### config.mk
export PLATFORM = sky130hd
export DESIGN_NAME = div_seq_unit_flat
export DESIGN_NICKNAME = d
export VERILOG_FILES = /design/src/rtl/div_seq_unit_if.sv /design/src/rtl/div_seq_unit.sv /design/src/flat_wrapper.sv
export SDC_FILE = /design/constraint.sdc
export NUM_CORES = 1
export LEC_CHECK = 0
export CORE_ASPECT_RATIO = 0.9
export CORE_MARGIN = 8
export CORE_UTILIZATION = 30
export CTS_BUF_LIST = sky130_fd_sc_hd__clkbuf_4 sky130_fd_sc_hd__clkbuf_8 sky130_fd_sc_hd__clkbuf_16
export DETAILED_ROUTE_END_ITERATION = 12
export PLACE_DENSITY = 0.47
export SLEW_MARGIN = 20
export SYNTH_ARGS = -nofsm -noshare
export SYNTH_HDL_FRONTEND = slang
export SYNTH_SLANG_ARGS = --single-unit
### constraint.sdc
create_clock -name clk -period 3.6 [get_ports clk]
set_input_delay 0.72 -clock clk [delete_from_list [all_inputs] [get_ports clk]]
set_output_delay 0.72 -clock clk [all_outputs]
set_load 0.05 [all_outputs]
### src/rtl/div_seq_unit_if.sv
// Request/response bundle for the sequential divider.
// Master issues operands, slave returns the registered result.
interface div_seq_unit_if #(
  parameter int WIDTH = 32
);
  logic             start;
  logic             is_signed;
  logic [WIDTH-1:0] dividend;
  logic [WIDTH-1:0] divisor;
  logic             busy;
  logic             done;
  logic [WIDTH-1:0] quotient;
  logic [WIDTH-1:0] remainder;
  logic             div_by_zero;

  modport master (
    output start, is_signed,
    output dividend, divisor,
    input  busy, done,
    input  quotient, remainder,
    input  div_by_zero
  );

  modport slave (
    input  start, is_signed,
    input  dividend, divisor,
    output busy, done,
    output quotient, remainder,
    output div_by_zero
  );
endinterface

### src/rtl/div_seq_unit.sv
// Multi-cycle restoring divider (DIV/DIVU) with busy/done handshake.
// One quotient bit per cycle on magnitudes, sign fix-up in a final state.
module div_seq_unit #(
  parameter int WIDTH     = 32,
  parameter bit SIGNED_EN = 1'b1
) (
  input  logic          clk,
  input  logic          reset,
  div_seq_unit_if.slave bus
);
  localparam int CW = $clog2(WIDTH + 1);

  typedef enum logic [1:0] {
    IDLE,
    RUN,
    FIX
  } state_e;

  state_e state_q, state_d;

  logic [WIDTH-1:0] a_q, a_d;
  logic [WIDTH-1:0] q_q, q_d;
  logic [WIDTH-1:0] dvs_q, dvs_d;
  logic [WIDTH-1:0] dvd_q, dvd_d;
  logic [CW-1:0]    cnt_q, cnt_d;
  logic             qneg_q, qneg_d;
  logic             rneg_q, rneg_d;
  logic             dz_q, dz_d;

  logic             busy_q, busy_d;
  logic             done_q, done_d;
  logic             divz_q, divz_d;
  logic [WIDTH-1:0] quo_q, quo_d;
  logic [WIDTH-1:0] rem_q, rem_d;

  logic             sgn;
  logic             dvd_neg;
  logic             dvs_neg;
  logic [WIDTH-1:0] dvd_mag;
  logic [WIDTH-1:0] dvs_mag;
  logic             dvs_zero;
  logic [WIDTH:0]   a_sh;
  logic             ge;
  logic [WIDTH-1:0] a_sub;

  assign sgn      = SIGNED_EN && bus.is_signed;
  assign dvd_neg  = sgn && bus.dividend[WIDTH-1];
  assign dvs_neg  = sgn && bus.divisor[WIDTH-1];
  assign dvd_mag  = dvd_neg ? (~bus.dividend + 1'b1)
                            : bus.dividend;
  assign dvs_mag  = dvs_neg ? (~bus.divisor + 1'b1)
                            : bus.divisor;
  assign dvs_zero = (bus.divisor == '0);

  assign a_sh  = {a_q, q_q[WIDTH-1]};
  assign ge    = (a_sh >= {1'b0, dvs_q});
  // Difference fits in WIDTH bits whenever ge holds.
  assign a_sub = a_sh[WIDTH-1:0] - dvs_q;

  always_ff @(posedge clk) begin
    if (reset) begin
      state_q <= IDLE;
      a_q     <= '0;
      q_q     <= '0;
      dvs_q   <= '0;
      dvd_q   <= '0;
      cnt_q   <= '0;
      qneg_q  <= 1'b0;
      rneg_q  <= 1'b0;
      dz_q    <= 1'b0;
      busy_q  <= 1'b0;
      done_q  <= 1'b0;
      divz_q  <= 1'b0;
      quo_q   <= '0;
      rem_q   <= '0;
    end else begin
      state_q <= state_d;
      a_q     <= a_d;
      q_q     <= q_d;
      dvs_q   <= dvs_d;
      dvd_q   <= dvd_d;
      cnt_q   <= cnt_d;
      qneg_q  <= qneg_d;
      rneg_q  <= rneg_d;
      dz_q    <= dz_d;
      busy_q  <= busy_d;
      done_q  <= done_d;
      divz_q  <= divz_d;
      quo_q   <= quo_d;
      rem_q   <= rem_d;
    end
  end

  always_comb begin
    state_d = state_q;
    unique case (state_q)
      IDLE: begin
        if (bus.start) begin
          state_d = dvs_zero ? FIX : RUN;
        end
      end
      RUN: begin
        if (cnt_q == CW'(1)) begin
          state_d = FIX;
        end
      end
      FIX:     state_d = IDLE;
      default: state_d = IDLE;
    endcase
  end

  always_comb begin
    a_d    = a_q;
    q_d    = q_q;
    dvs_d  = dvs_q;
    dvd_d  = dvd_q;
    cnt_d  = cnt_q;
    qneg_d = qneg_q;
    rneg_d = rneg_q;
    dz_d   = dz_q;
    divz_d = divz_q;
    quo_d  = quo_q;
    rem_d  = rem_q;
    done_d = (state_q == FIX);
    busy_d = (state_q != IDLE) || bus.start;

    unique case (1'b1)
      (state_q == IDLE): begin
        if (bus.start) begin
          a_d    = '0;
          q_d    = dvd_mag;
          dvs_d  = dvs_mag;
          dvd_d  = bus.dividend;
          cnt_d  = CW'(WIDTH);
          qneg_d = dvd_neg ^ dvs_neg;
          rneg_d = dvd_neg;
          dz_d   = dvs_zero;
        end
      end
      (state_q == RUN): begin
        a_d   = ge ? a_sub : a_sh[WIDTH-1:0];
        q_d   = {q_q[WIDTH-2:0], ge};
        cnt_d = cnt_q - 1'b1;
      end
      (state_q == FIX): begin
        divz_d = dz_q;
        if (dz_q) begin
          quo_d = '1;
          rem_d = dvd_q;
        end else begin
          quo_d = qneg_q ? (~q_q + 1'b1) : q_q;
          rem_d = rneg_q ? (~a_q + 1'b1) : a_q;
        end
      end
      default: ;
    endcase
  end

  assign bus.busy        = busy_q;
  assign bus.done        = done_q;
  assign bus.quotient    = quo_q;
  assign bus.remainder   = rem_q;
  assign bus.div_by_zero = divz_q;
endmodule

### src/flat_wrapper.sv
// flat-port wrapper written by rule: the top's interface ports become plain ports
module div_seq_unit_flat 
#(
  parameter int WIDTH     = 32,
  parameter bit SIGNED_EN = 1'b1
)
  (clk, reset, bus_start, bus_is_signed, bus_dividend, bus_divisor, bus_busy, bus_done, bus_quotient, bus_remainder, bus_div_by_zero);
  div_seq_unit_if #(.WIDTH(WIDTH)) bus_i ();
  input  logic clk;
  input  logic reset;
  input wire logic [$bits(bus_i.start)-1:0] bus_start;
  input wire logic [$bits(bus_i.is_signed)-1:0] bus_is_signed;
  input wire logic [$bits(bus_i.dividend)-1:0] bus_dividend;
  input wire logic [$bits(bus_i.divisor)-1:0] bus_divisor;
  output wire logic [$bits(bus_i.busy)-1:0] bus_busy;
  output wire logic [$bits(bus_i.done)-1:0] bus_done;
  output wire logic [$bits(bus_i.quotient)-1:0] bus_quotient;
  output wire logic [$bits(bus_i.remainder)-1:0] bus_remainder;
  output wire logic [$bits(bus_i.div_by_zero)-1:0] bus_div_by_zero;
  assign bus_i.start = bus_start;
  assign bus_i.is_signed = bus_is_signed;
  assign bus_i.dividend = bus_dividend;
  assign bus_i.divisor = bus_divisor;
  assign bus_busy = bus_i.busy;
  assign bus_done = bus_i.done;
  assign bus_quotient = bus_i.quotient;
  assign bus_remainder = bus_i.remainder;
  assign bus_div_by_zero = bus_i.div_by_zero;
  div_seq_unit #(.WIDTH(WIDTH), .SIGNED_EN(SIGNED_EN)) u_core (.clk(clk), .reset(reset), .bus(bus_i));
endmodule
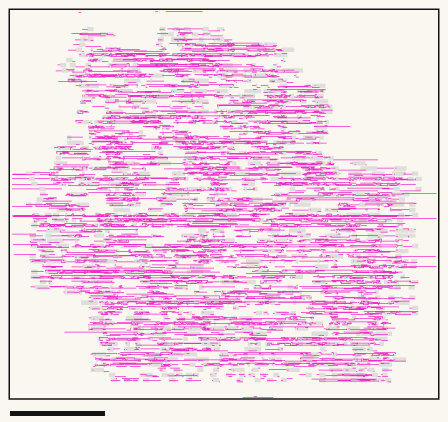
(run_1/met1.png)
Bar = 50 µm. Cells faint in the background.
longest straight run = 62.6 µm
share of all routed wire = 50%
main direction = horizontal
nets with wire on the layer = 1669
wire length on this layer = 19100 µm
M1 GR Usage: 0.231
vias: 11300
final WL: 38.3 mm

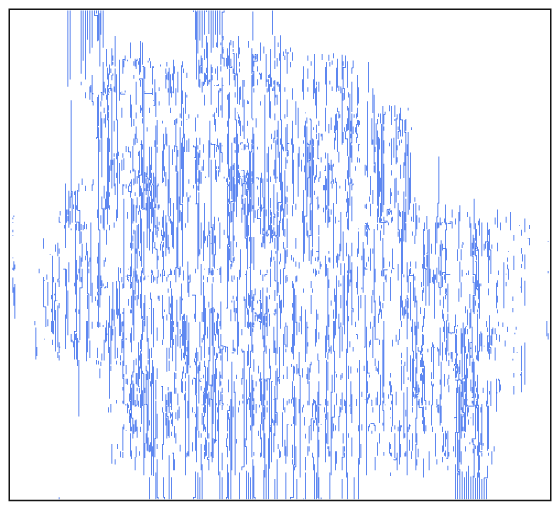
(run_1/met2.png)
share of all routed wire = 44%
longest straight run = 64.3 µm
met2 global-route usage: 0.253

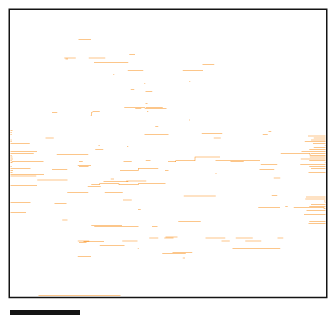
(run_1/met3.png)
Bar = 50 µm.
main direction = horizontal
share of all routed wire = 3.8%
nets with wire on the layer = 103
longest straight run = 58.2 µm
wire length on this layer = 1470 µm
met3 GRT Util: 0.0233

==> impl_metrics.toml, run 1 <==
# yosys + openroad results
[yosys]
synth_top_cell_by_area = "dfxtp_1"
synth_flop_count = 206
synthCells = 1533
yosys_warnings = 0
ys_seq_frac = 0.348
async_reset_ff_frac = 0
syn-num-nets = 1640
ys_cells = 1533
ff_type = "dfxtp_1"
yosys_area_um2 = 11900

[hold_path]
min_path_cells = 2
worst_hold_path_type = "flop to flop"
min-delay-start = "u_core.bus.remainder[10]"

[sta]
hold_viol_final = 0
worstMarginPinSlew_ns = 1.08
rsz0062_at_grt = "no"
period_minus_slack_ns = 3.40
maxSlewViolCount = 0
timing.hold.ws_ns = 0.452
final-setup-viol-count = 0
max_slew_margin = 0.277
tns_ns = 0
fmax_ghz = 0.294

[worst_setup_path]
reg2reg_to = "u_core.a_q[23]"
critPathLaunch = "u_core.dvs_q[1]"
critical_path_class = "flop to flop"
r2r-start = "u_core.dvs_q[1]"
arrival_ns = 3.80
cp-start-kind = "flop"
rrSetupSlack_ns = 0.20
crit_path_end_kind = "flop"

[floorplanning]
dieWidth_um = 226
num_rows = 69
ioPinCount = 135
core-area_um2 = 39200

[outcome]
status = "finished, final reports clean"

[drt]
ant_nets = 0
drt_iter0_drc = 787
wl_per_cell_um = 17.2
post_drt_via_cell_ratio = 5.07

[pwr]
clockPowerShare = 0.386
p_int_mw = 4.69
p_total_mw = 6.74
power.leakage_nw = 5.88
switching_share = 0.305
power_frac_seq = 0.377
power.density_nw_per_um2 = 448
p_comb_frac = 0.237

[finish]
drive_gt1_frac = 0.0873
areaGrowthSynthToFinish_pct = 26.8
antennaDiodeCount = 0
fin_util = 0.384
lay_top_cells = "246 x nand2_1, 205 x dfxtp_1, 153 x nor2_1"

[placement]
pre_cts_ws_ns = 0.0213
hpwl_mm = 28.8
gp_congestion = 0.860
placedCellCount = 2183
io_buffers = 134
dpl_cell_area_um2 = 14200

[global_route]
grtUsageTotal = 0.161
grt_max_degree = 74
overflow = 0
grt_pass1_wl_mm = 61.0
antenna_found_initial = 0

[clocking]
clkTransAtPathRegs_ns = 0.06
htreeDepth = 1
cts_inserted_buffers = 25
cts_root_buf = "clkbuf_16"

[job]
log.warning_count = 27
maxCapViolCount = 0
## run 1: final cells by class
| cell class | instances | area, µm² |
|---|---|---|
| clock buffers | 39 | 768 |
| clock inverters | 4 | 72.6 |
| fillers | 4116 | 24200 |
| inverters | 57 | 214 |
| multi-input cells | 1175 | 7190 |
| flip-flops and latches | 206 | 4130 |
| well taps | 532 | 666 |
| repair buffers | 214 | 2000 |
## run 1: power groups by stage
stage / sequential [mW] / clock [mW] / combinational [mW]
finish: 2.54 / 2.60 / 1.60
global route: 2.56 / 2.77 / 1.77
CTS: 2.54 / 2.68 / 1.59
detailed placement: 2.59 / 0 / 1.58
global placement: 2.59 / 0 / 1.58
floorplan: 2.63 / 0 / 0.986
## run 1: worst min path at each step
stage                                to  slack [ns]
2_1_floorplan          u_core.dvs_q[18]        0.43
3_3_place_gp    u_core.bus.remainder[2]        0.44
3_5_place_dp    u_core.bus.remainder[1]        0.45
4_1_cts         u_core.bus.remainder[1]        0.46
5_1_grt        u_core.bus.remainder[10]        0.46
6_report       u_core.bus.remainder[10]        0.45
## run 1: critical path: stages (launching register included)
cell,delay [ns]
dfxtp_1,0.33
inv_1,0.07
ha_1,0.31
nor2b_1,0.14
o31a_1,0.26
o31ai_2,0.22
o21ai_1,0.13
a211oi_2,0.29
buf_4,0.16
o31ai_2,0.07
a311o_1,0.42
a41oi_4,0.29
buf_4,0.27
mux2i_1,0.21
o21ai_0,0.08
## run 1: what timing repair did
action,CTS,global route
hold buffers,0,0
setup endpoints to repair,0,33
endpoints found under the hold margin,0,0
gates resized,0,4
## run 1: registers in the layout (all words and copies together), names as in the netlist, 2 cells and up
signal and cells:
u_core.dvs_q 32, u_core.state_q 2, u_core.a_q 32, u_core.cnt_q 6
u_core.q_q 32, u_core.bus.quotient 32, u_core.bus.remainder 32, u_core.dvd_q 32
## run 1: cells by family after synthesis
kind of cell | count (synthesis) | synth area share
flops | 206 | 0.348
compound gates | 434 | 0.235
fa+ha+maj | 39 | 0.0418
xor+xnor | 144 | 0.106
buf+inv | 152 | 0.0489
simple gates | 529 | 0.196
mux | 29 | 0.0246
## run 1: routing by layer
layer,global-route usage,up-vias,share of wire
met3,0.0233,47,0.038
li1,-,5717,-
met2,0.253,203,0.44
met1,0.231,5326,0.50
met5,0,-,0
met4,0.0350,0,0.019
## run 1: synthesized netlist by cell type (all sizes together), types with 3 or more instances
master / count
a222oi: 29
o22ai: 12
xor2: 80
nand2b: 14
a21oi: 128
nor4: 8
o31ai: 29
a32oi: 6
a22oi: 3
o21a: 4
a311oi: 7
nand3b: 3
mux2i: 28
a21o: 13
nor2: 154
or4: 11
dfxtp: 206
ha: 38
or2: 7
inv: 57
nand2: 246
o41ai: 13
nor2b: 7
nand3: 14
o21ai: 116
xnor2: 64
clkbuf: 83
a211oi: 44
nor3: 22
buf: 12
o211ai: 4
a41oi: 3
o21bai: 3
or3: 15
nand4: 11
a31oi: 6
and2: 4
and3: 9
## Run 2: what changed since run 1
--- a/config.mk
+++ b/config.mk
@@ -10,6 +10,7 @@
 export CORE_UTILIZATION = 30
 export CTS_BUF_LIST = sky130_fd_sc_hd__clkbuf_4 sky130_fd_sc_hd__clkbuf_8 sky130_fd_sc_hd__clkbuf_16
 export DETAILED_ROUTE_END_ITERATION = 12
+export GPL_ROUTABILITY_DRIVEN = 0
 export PLACE_DENSITY = 0.47
 export SLEW_MARGIN = 20
 export SYNTH_ARGS = -nofsm -noshare
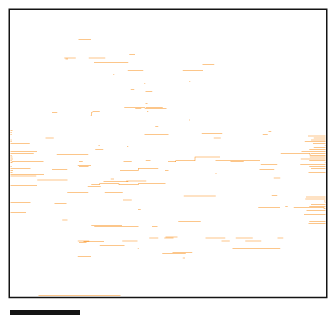
(run_2/met3.png)
Bar = 50 µm.
nets with wire on the layer = 103
share of all routed wire = 3.8%
main direction = horizontal
longest straight run = 58.2 µm
wire length on this layer = 1470 µm

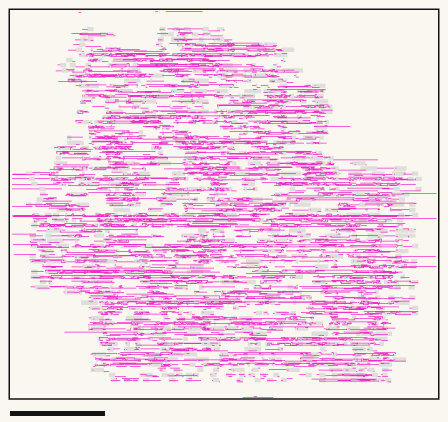
(run_2/met1.png)
Bar = 50 µm. Cells faint in the background.
wire length on this layer = 19100 µm
share of all routed wire = 50%
longest straight run = 62.6 µm
main direction = horizontal
nets with wire on the layer = 1669

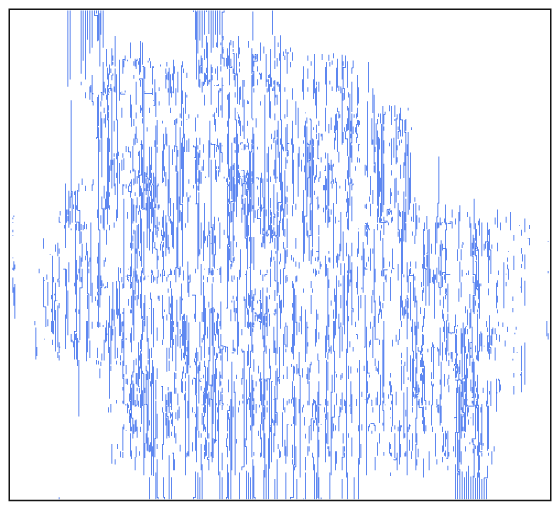
(run_2/met2.png)
longest straight run = 64.3 µm
share of all routed wire = 44%
main direction = vertical
wire length on this layer = 17000 µm

==> run 2 against run 1 <==
Against the previous run:
- clock-buffer cell count is the same
- combinational power is essentially flat
- fmax is the same
- clock skew is the same
- sequential power is essentially flat
- die area is the same
- worst hold slack is the same
- clock power is essentially flat
- register-to-register slack is essentially flat
==> impl_metrics.toml, run 2 <==
# yosys + openroad results
[job]
maxCapViolCount = 0
log.warning_count = 27

[drt]
wl_per_cell_um = 17.2
routed_wl_mm = 38.3
vias = 11300
post_drt_via_cell_ratio = 5.07
ant_nets = 0

[pwr]
power.density_nw_per_um2 = 448
power.leakage_nw = 5.88

[yosys]
synthCells = 1533
ff_type = "dfxtp_1"
synth_flop_count = 206
ys_top_cells_by_count = "246 x nand2_1, 206 x dfxtp_1, 154 x nor2_1, 128 x a21oi_1, 115 x o21ai_0"
syn-num-nets = 1640
synth.most_common_cell = "nand2_1"
synth_top_cell_by_area = "dfxtp_1"
yosys_warnings = 0

[global_route]
met1_usage = 0.231
gr-max-usage-layer = "met2"
grt_use_met3 = 0.0233
grtUsageMet2 = 0.253
grtUsageTotal = 0.161
overflow = 0
antenna_found_initial = 0

[sta]
period_minus_slack_ns = 3.40
fmax_ghz = 0.294
hold_viol_final = 0
final-setup-viol-count = 0
tns_ns = 0
rsz0062_at_grt = "no"

[finish]
final-comb-area_um2 = 7190
sequential_cell_area_um2 = 4130
drive_gt1_frac = 0.0873
areaGrowthSynthToFinish_pct = 26.8
fillers = 4116
antennaDiodeCount = 0
lay_top_cells = "246 x nand2_1, 205 x dfxtp_1, 153 x nor2_1"

[outcome]
status = "finished, final reports clean"

[placement]
io_buffers = 134
hpwl_mm = 28.8
dpl_cell_area_um2 = 14200

[hold_path]
min-delay-start = "u_core.bus.remainder[10]"
min_to = "u_core.bus.remainder[10]"
worst_hold_path_type = "flop to flop"

[floorplanning]
num_rows = 69

[worst_setup_path]
reg2reg_to = "u_core.a_q[23]"
arrival_ns = 3.80
cp-start-kind = "flop"
critical_path_class = "flop to flop"

[clocking]
htreeDepth = 1
cts_inserted_buffers = 25
==> run 2: cell counts after synthesis <==
Identical to the previous run, type by type.
==> run 2: cells by family (layout without fill, tap and decap cells) <==
group / Yosys count / after routing / share of synthesized area
xor+xnor: 144 / 144 / 0.106
mux: 29 / 29 / 0.0246
buf+inv: 152 / 314 / 0.0489
compound gates: 434 / 434 / 0.235
flops: 206 / 206 / 0.348
fa+ha+maj: 39 / 39 / 0.0418
simple gates: 529 / 529 / 0.196
==> run 2: area by class of cell <==
type | count | share of cell area
multi-input cells | 1175 | 0.478
flip-flops and latches | 206 | 0.274
repair buffers | 214 | 0.133
clock buffers | 39 | 0.0511
well taps | 532 | 0.0443
inverters | 57 | 0.0142
clock inverters | 4 | 0.00483
==> run 2: per-stage QoR <==
stage | worst slack [ns] | power, mW | util | hold WS (ns) | cells
floorplan | 0.272 | 3.62 | - | 0.432 | 1533
global placement | 0.0272 | 4.17 | 0.361 | 0.443 | 2183
detailed placement | 0.0213 | 4.17 | 0.361 | 0.448 | 2183
CTS | 0.00794 | 6.81 | 0.383 | 0.455 | 2226
global route | 0.0123 | 7.10 | 0.384 | 0.463 | 2227
finish | 0.201 | 6.74 | 0.384 | 0.452 | 2227
==> run 2: repair_timing <==
| item | CTS | global route |
|---|---|---|
| endpoints found under the setup margin | 0 | 33 |
| resized | 0 | 4 |
| hold buffers | 0 | 0 |
==> run 2: critical path: stages, from the launching register on <==
cell	delay, ns
dfxtp_1	0.33
inv_1	0.07
ha_1	0.31
nor2b_1	0.14
o31a_1	0.26
o31ai_2	0.22
o21ai_1	0.13
a211oi_2	0.29
buf_4	0.16
o31ai_2	0.07
a311o_1	0.42
a41oi_4	0.29
buf_4	0.27
mux2i_1	0.21
o21ai_0	0.08
==> run 2: worst max-delay path by stage <==
stage	startpoint	end	slack, ns	cells past startpoint
5_1_grt	u_core.dvs_q[1]	u_core.a_q[22]	0.01	14
3_5_place_dp	bus_divisor[7]	u_core.state_q[1]	0.02	7
3_3_place_gp	bus_dividend[7]	u_core.q_q[24]	0.03	11
6_report	u_core.dvs_q[1]	u_core.a_q[23]	0.20	14
2_1_floorplan	u_core.a_q[0]	u_core.a_q[23]	0.27	12
4_1_cts	u_core.dvs_q[1]	u_core.a_q[26]	0.008	14
==> run 2: power by group <==
group	switching [mW]	internal, mW
combinational	0.928	0.673
sequential	0.123	2.42
clock	1.00	1.60
==> run 2: routing by layer <==
metal	up-vias	routed length, µm	share of wire
met2	203	17000	0.44
met1	5326	19100	0.50
met3	47	1470	0.038
met4	0	723	0.019
met5	-	0	0
li1	5717	-	-
Power and IR drop assume default switching activity.
